<file path="config.mk">
export PLATFORM = sky130hd
export DESIGN_NAME = seg_scan_counter
export DESIGN_NICKNAME = d
export VERILOG_FILES = /design/src/rtl/seg_pkg.sv /design/src/rtl/seg_hex7_decode.sv /design/src/rtl/seg_scan_counter.sv
export SDC_FILE = /design/constraint.sdc
export NUM_CORES = 1
export LEC_CHECK = 0
export CORE_MARGIN = 3
export CORE_UTILIZATION = 50
export CTS_CLUSTER_SIZE = 14
export DETAILED_ROUTE_END_ITERATION = 16
export MAX_ROUTING_LAYER = met4
export PLACE_DENSITY = 0.73
export SLEW_MARGIN = 10
export SYNTH_ARGS = -nofsm -noshare
export SYNTH_HDL_FRONTEND = slang
export SYNTH_HIERARCHICAL = 1
export SYNTH_SLANG_ARGS = --single-unit
</file>
<file path="constraint.sdc">
create_clock -name clk -period 5.16 [get_ports clk]
set_input_delay 1.548 -clock clk [delete_from_list [all_inputs] [get_ports clk]]
set_output_delay 1.548 -clock clk [all_outputs]
set_load 0.05 [all_outputs]
</file>
<file path="src/rtl/seg_pkg.sv">
// rtl/seg_pkg.sv - segment bit order, hex pattern table and shared types
//
// Purpose: constants shared by the 7-segment decoder and the scan counter.
//   Patterns are active-high ({dp,g,f,e,d,c,b,a}, 1 = lit); the decoder
//   applies the board polarity.
// Ports: none (package).
package seg_pkg;

  typedef logic [7:0] seg_t;

  localparam int SEG_A  = 0;
  localparam int SEG_B  = 1;
  localparam int SEG_C  = 2;
  localparam int SEG_D  = 3;
  localparam int SEG_E  = 4;
  localparam int SEG_F  = 5;
  localparam int SEG_G  = 6;
  localparam int SEG_DP = 7;

  localparam seg_t SEG_OFF = 8'h00;

  // Entry [n] is the glyph for hex digit n; listed F down to 0.
  localparam logic [15:0][7:0] SEG_TABLE = {
    8'h71, 8'h79, 8'h5E, 8'h39, 8'h7C, 8'h77, 8'h6F, 8'h7F,
    8'h07, 8'h7D, 8'h6D, 8'h66, 8'h4F, 8'h5B, 8'h06, 8'h3F
  };

endpackage

</file>
<file path="src/rtl/seg_hex7_decode.sv">
// rtl/seg_hex7_decode.sv - 4-bit digit to 7-segment pattern (combinational)
//
// Purpose: look up the glyph for one digit, optionally blank it, and apply
//   the board segment polarity.
// Ports:
//   digit_i  in  4  digit value 0..F
//   blank_i  in  1  1: drive all segments off
//   seg_o    out 8  {dp,g,f,e,d,c,b,a} in board polarity
module seg_hex7_decode
  import seg_pkg::*;
#(
  parameter int ACTIVE_LOW = 1
) (
  input  logic [3:0] digit_i,
  input  logic       blank_i,
  output logic [7:0] seg_o
);

  seg_t pat;

  always_comb begin
    pat = blank_i ? SEG_OFF : SEG_TABLE[digit_i];
    pat[SEG_DP] = 1'b0;  // decimal point is never used
    seg_o = (ACTIVE_LOW != 0) ? ~pat : pat;
  end

endmodule

</file>
<file path="src/rtl/seg_scan_counter.sv">
// rtl/seg_scan_counter.sv - multi-digit event counter with multiplexed 7-seg drive
//
// Purpose: counts flag pulses into NUM_DIGITS hex/BCD digits and scans them
//   one at a time onto a shared segment bus.
// Ports:
//   clk    in   1             rising-edge clock
//   rst    in   1             asynchronous active-high reset
//   flag   in   1             increment request (once per cycle while high)
//   clr    in   1             synchronous clear, wins over flag
//   count  out  4*NUM_DIGITS  digit values, digit 0 in [3:0]
//   wrap   out  1             pulse on rollover from all-max to zero
//   sel    out  NUM_DIGITS    digit select, one active per polarity
//   seg    out  8             {dp,g,f,e,d,c,b,a}
module seg_scan_counter
  import seg_pkg::*;
#(
  parameter int NUM_DIGITS     = 6,
  parameter int SCAN_DIV       = 50000,
  parameter int DECIMAL        = 0,
  parameter int SEG_ACTIVE_LOW = 1,
  parameter int SEL_ACTIVE_LOW = 1,
  parameter int LZ_BLANK       = 1
) (
  input  logic                    clk,
  input  logic                    rst,
  input  logic                    flag,
  input  logic                    clr,
  output logic [4*NUM_DIGITS-1:0] count,
  output logic                    wrap,
  output logic [NUM_DIGITS-1:0]   sel,
  output logic [7:0]              seg
);

  localparam int PW = (SCAN_DIV > 1) ? $clog2(SCAN_DIV) : 1;
  localparam int IW = (NUM_DIGITS > 1) ? $clog2(NUM_DIGITS) : 1;
  localparam logic [3:0] DIGIT_MAX = (DECIMAL != 0) ? 4'd9 : 4'hF;
  localparam logic [NUM_DIGITS-1:0] SEL_OFF =
    (SEL_ACTIVE_LOW != 0) ? {NUM_DIGITS{1'b1}} : {NUM_DIGITS{1'b0}};
  localparam seg_t SEG_DARK = (SEG_ACTIVE_LOW != 0) ? ~SEG_OFF : SEG_OFF;

  logic [4*NUM_DIGITS-1:0] count_q, count_d;
  logic                    wrap_q, wrap_d;
  logic [PW-1:0]           presc_q, presc_d;
  logic [IW-1:0]           idx_q, idx_d;
  logic [NUM_DIGITS-1:0]   sel_q, sel_d;
  seg_t                    seg_q, seg_d;

  logic                    carry;
  logic [3:0]              cur_digit;
  logic                    cur_blank;
  logic                    upper_zero;
  logic [NUM_DIGITS-1:0]   onehot;

  // Ripple-carry increment: a carry survives a digit only if that digit was at max,
  // so a carry leaving the top digit means the whole count rolled over.
  always_comb begin
    count_d = count_q;
    carry   = flag;
    for (int i = 0; i < NUM_DIGITS; i++) begin
      if (carry) begin
        if (count_q[4*i +: 4] == DIGIT_MAX) begin
          count_d[4*i +: 4] = 4'd0;
        end else begin
          count_d[4*i +: 4] = count_q[4*i +: 4] + 4'd1;
          carry = 1'b0;
        end
      end
    end
    wrap_d = carry;
    if (clr) begin
      count_d = '0;
      wrap_d  = 1'b0;
    end
  end

  always_comb begin
    presc_d = presc_q + PW'(1);
    idx_d   = idx_q;
    if (presc_q == PW'(SCAN_DIV - 1)) begin
      presc_d = '0;
      idx_d   = (idx_q == IW'(NUM_DIGITS - 1)) ? '0 : idx_q + IW'(1);
    end
  end

  // Walk digits from the top down so upper_zero holds "this digit and all above are zero"
  // at the moment each digit is considered.
  always_comb begin
    cur_digit  = 4'd0;
    cur_blank  = 1'b0;
    upper_zero = 1'b1;
    onehot     = '0;
    for (int i = NUM_DIGITS - 1; i >= 0; i--) begin
      upper_zero = upper_zero && (count_q[4*i +: 4] == 4'd0);
      if (idx_q == IW'(i)) begin
        cur_digit = count_q[4*i +: 4];
        cur_blank = (LZ_BLANK != 0) && (i != 0) && upper_zero;
        onehot[i] = 1'b1;
      end
    end
    sel_d = (SEL_ACTIVE_LOW != 0) ? ~onehot : onehot;
  end

  seg_hex7_decode #(
    .ACTIVE_LOW(SEG_ACTIVE_LOW)
  ) u_decode (
    .digit_i(cur_digit),
    .blank_i(cur_blank),
    .seg_o  (seg_d)
  );

  always_ff @(posedge clk or posedge rst) begin
    if (rst) begin
      count_q <= '0;
      wrap_q  <= 1'b0;
      presc_q <= '0;
      idx_q   <= '0;
      sel_q   <= SEL_OFF;
      seg_q   <= SEG_DARK;
    end else begin
      count_q <= count_d;
      wrap_q  <= wrap_d;
      presc_q <= presc_d;
      idx_q   <= idx_d;
      sel_q   <= sel_d;
      seg_q   <= seg_d;
    end
  end

  assign count = count_q;
  assign wrap  = wrap_q;
  assign sel   = sel_q;
  assign seg   = seg_q;

endmodule

</file>
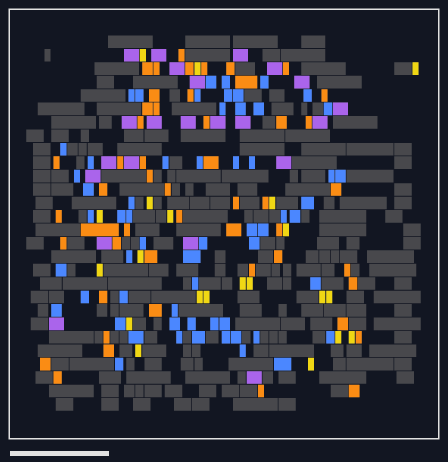
Fig. 1. Gate families picked out (run 1).
Scale bar: 20 um.
- purple: xor and xnor cells (cells 22; most used xor2_1)
- orange: nor cells (cells 50; most used nor2_1)
- yellow: inv cells (cells 21; most used inv_1)
- blue: nand cells (cells 59; most used nand2_1)

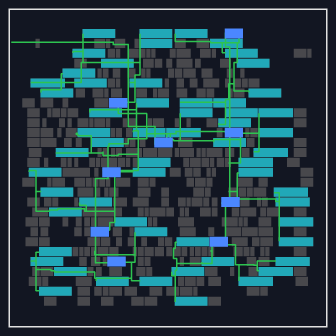
Fig. 2. Clock distribution (run 1).
- cyan: flip-flops (count 58)
- blue: clock-net drivers (count 9)
- green: clock wires (length 766 um)
- routed clock nets: 10
- flops lie: all over the die

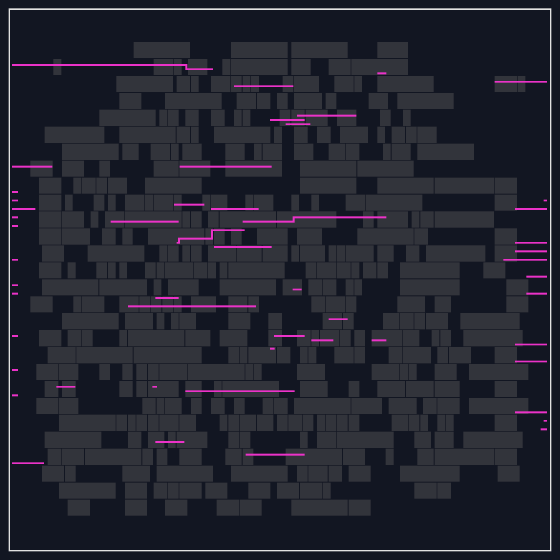
Fig. 3. Signal wires on met3 (run 1).
Cells faint in the background.
- wire length on this layer: 287 um
- nets with wire on the layer: 40
- share of all routed wire: 4.1%
- main direction: horizontal

run 1: cells by family after synthesis:
group                      synth area share [%]
and+or+nand+nor                            22.1
AOI/OAI and AO/OA                          11.6
DFF                                        45.1
buffers and inverters                      4.27
xor gates and xnor gates                   5.92
adders and majority gates                  7.30
muxes                                      3.61
other                                     0.115
run 1: flip-flops by register name, summed over array words and instances, names as in the netlist:
signal / cells
idx_q: 3
sel: 6
presc_q: 16
count: 24
wrap: 1
seg: 8
run 1: metrics by stage:
step                      total power [mW]  setup WS [ps]  hold WS (ps)  instance area (um2)
after CTS                            0.970           1890           505                 3910
final                                0.961           1890           501                 3910
after detailed placement             0.572           1600           488                 3720
after floorplan                      0.545           2210           456                 3250
after global routing                  1.00           1620           520                 3910
after global placement               0.571           1670           483                 3720
==> CHANGELOG.md, run 1 <==
### Changed

* Outcome: finished clean
* Port Buffer Count at 42
* Ys flop type: dfrtp_1
* Worst path slowest cell: clkdlybuf4s50_1
* Unique cell types at a little under 60
* Vias in the first global route at 2589
* Most common cell in the synthesized netlist: dfrtp_1
* Register area at ~0.0015 mm2
* Worst skew pair latency at 330 ps
* Wire per inst at between 15 and 20 um
* Cells after DPL at 440
* Met1 Track Usage GR at between 20% and 30%
* Worst slew pin tran at 1080 ps
* Logic area at approximately 0.0016 mm2
* Post-Syn Area per Cell at 9.77 um2
* NetSw at 0.245 mW
* Die area at about 0.0075 mm2
* Via density at 5.77
* Post-synth regs at 58
* Largest net degree at the start of global routing at 46
* Top Consumer: registers
* Setup crit end kind: output port
* Layout clock area frac at between 4 and 5%
* Die width at 86.7 um
* First-pass GRT wire length at 12100 um
* Worst Path Max Fanout at 8
* Hold Path Origin: presc_q[11]
* Relative slew slack at 27.8%
* Synth warnings at 6
* Top cells by count, synth: dfrtp_1 (44), nor2_1 (27), a21oi_1 (26)
* Final Setup Violations at 0
* Internal Power at between 0.7 and 0.8 mW
* Util after Layout at between 60 and 70%
* Startpoint Class: flip-flop
* Clock skew at 8.40 ps
* Fill count at roughly 520
* Top cells by area: dfrtp_1 (34%), dfstp_2 (11%), ha_1 (7.3%)
* RR Endpoint: seg[6]
* Met3 wire len at about 290 um
* Async SR Flop Fraction at 100%
* Final setup TNS at 0 ps
* Fraction of area in non-clock buffers at between 10% and 20%
* Most common logic cells in the final layout: dfrtp_1 (44), clkdlybuf4s50_1 (42), nor2_1 (27), a21oi_1 (26), nand2_1 (22)
* Final hold violation count at 0
* Post-synth EDFFs at 0
* Non-Filler Instances at 456
* Worst-path clk slew at around 70 ps
* DR vias at around 2.6k
* Setup bufs post-CTS at 0
* Fin crit share at 63.3%
* Crit path depth at 1
* Clock group power at 0.399 mW
* R2r startpoint: idx_q[0]
* DRT antenna net count at 0
* DR iter-0 viols at 173
* Clock power frac at 41.5%
* Peak supply drop at approximately 150 uV
* Unrepaired setup endpoints after global routing: false
* Pleak at about 1.6 nW
* Max stage delay on crit path at between 800 and 900 ps
* Sequential fraction of the synthesis area at 45.1%
* Die H at ~87 um
* Signal buffers at 44
* Most instantiated logic cell after routing: dfrtp_1
* Wire length on met2 at roughly 3300 um
==> run 2, diff against run 1 <==
- PLACE_DENSITY: 0.73 -> 0.76
- clock period: 5.16 -> 2.75 ns (I/O delays scaled with it)
==> run 2 against run 1 <==
Sequential power grew 88%. First-iteration DRC count up 12%. Flip-flop count stayed put. Worst setup slack worse by 1600 ps. Worst hold slack got worse by 12 ps. Critical path type unchanged. Synthesized cell count is the same. Highest routed layer unchanged. Critical endpoint is now count[18]. Largest power group unchanged. Total power increased by 86%. Wire length up 1.9%.
==> CHANGELOG.md, run 2 <==
### Changed

* Outcome: finished clean
* Post-Syn Area per Cell at around 9.8 um2
* Relative slew slack at 63.7%
* Async SR Flop Fraction at 100%
* Max FFs per register at 24
* Fill count at 509
* PnR worst setup slack at ~240 ps
* Signal buffers at between 50 and 60
* Clock skew at 9.46 ps
* Unique cell types at 58
* Met3 wire len at 417 um
* Met1 Track Usage GR at 27.2%
* Wire length on met2 at 3330 um
* Fraction of area in non-clock buffers at 13.9%
* Layout clock area frac at 4.53%
* Via density at ~5.7
* Clock power frac at 40.4%
* Hold_ws at 490 ps
* Xor+xnor area frac at under 10%
* DR vias at 2701
* Final setup TNS at 0 ps
* Hold Path Origin: presc_q[11]
* Clock group power at between 0.7 and 0.8 mW
* Most common logic cells in the final layout: dfrtp_1 (44), clkdlybuf4s50_1 (42), nor2_1 (27), a21oi_1 (26), nand2_1 (22)
* Worst path slowest cell: clkdlybuf4s50_1
* Max stage delay on crit path at roughly 860 ps
* Startpoint Class: flip-flop
* Port Buffer Count at around 42
* Cells after DPL at around 460
* AND/OR/NAND/NOR Cells, Area Fraction at ~22%
* Setup bufs post-CTS at 0
* Synth warnings at 6
* NetSw at 0.449 mW
* Worst-path clk slew at 60 ps
* Adder Area Share at 7.30%
* DP Area at around 0.0038 mm2
* Worst skew pair latency at approximately 340 ps
* Most common cell in the synthesized netlist: dfrtp_1
* Vias in the first global route at 2557
* Post-synth EDFFs at 0
* Die H at 86.7 um
* Setup crit end kind: output port
* R2r startpoint: idx_q[2]
* Non-Filler Instances at approximately 470
* MUX area fraction at 3.61%
* DR iter-0 viols at 194
* Pleak at roughly 1.7 nW
* Internal Power at around 1.3 mW
* RR Endpoint: seg[6]
* Final hold violation count at 0
* Most instantiated logic cell after routing: dfrtp_1
* Register area at 0.00147 mm2
* Finished Cell Area at 0.00403 mm2
* Logic area at 0.00165 mm2
* Post-synth regs at between 50 and 60
* Top cells by area: dfrtp_1 (34%), dfstp_2 (11%), ha_1 (7.3%)
* Sequential fraction of the synthesis area at 45.1%
* Die area at 0.00751 mm2
## run 2: how the worst max path moves through the flow
| stage | to | depth (start not counted) | slack (ps) | startpoint |
|---|---|---|---|---|
| final | count[18] | 1 | 240 | count[18] |
| after floorplan | seg[6] | 12 | 20 | idx_q[0] |
| after global routing | seg[6] | 9 | 90 | idx_q[2] |
| after detailed placement | count[23] | 7 | 230 | flag |
| after CTS | count[18] | 1 | 220 | count[18] |
| after global placement | count[22] | 6 | 250 | flag |
## run 2: logic make-up (layout without fill, tap and decap cells)
kind of cell	count (synthesis)	count (layout)
AOI/OAI and AO/OA	61	61
other	1	1
muxes	11	11
xor gates and xnor gates	22	22
DFF	58	58
adders and majority gates	19	19
and+or+nand+nor	128	128
buffers and inverters	33	96
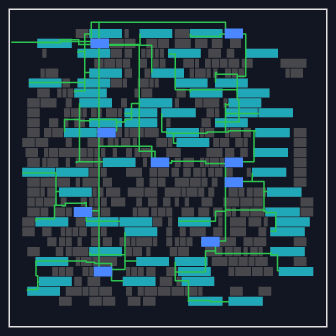
Fig. 4. Clock distribution (run 2).
- green: clock wires (length 809 um)
- cyan: flip-flops (count 58)
- blue: clock-net drivers (count 9)
- flops lie: all over the die

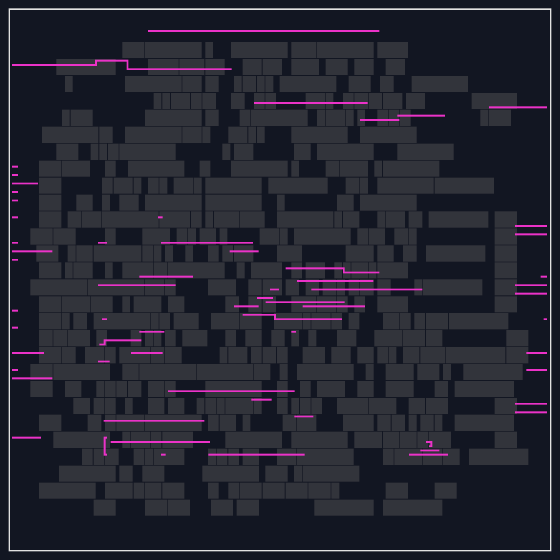
Fig. 5. Signal wires on met3 (run 2).
Cells faint in the background.
- wire length on this layer: 417 um
- longest straight run: 36.8 um
- main direction: horizontal
- nets with wire on the layer: 49
- share of all routed wire: 5.9%

No activity file was given, so power comes from the tool's default toggle rates.
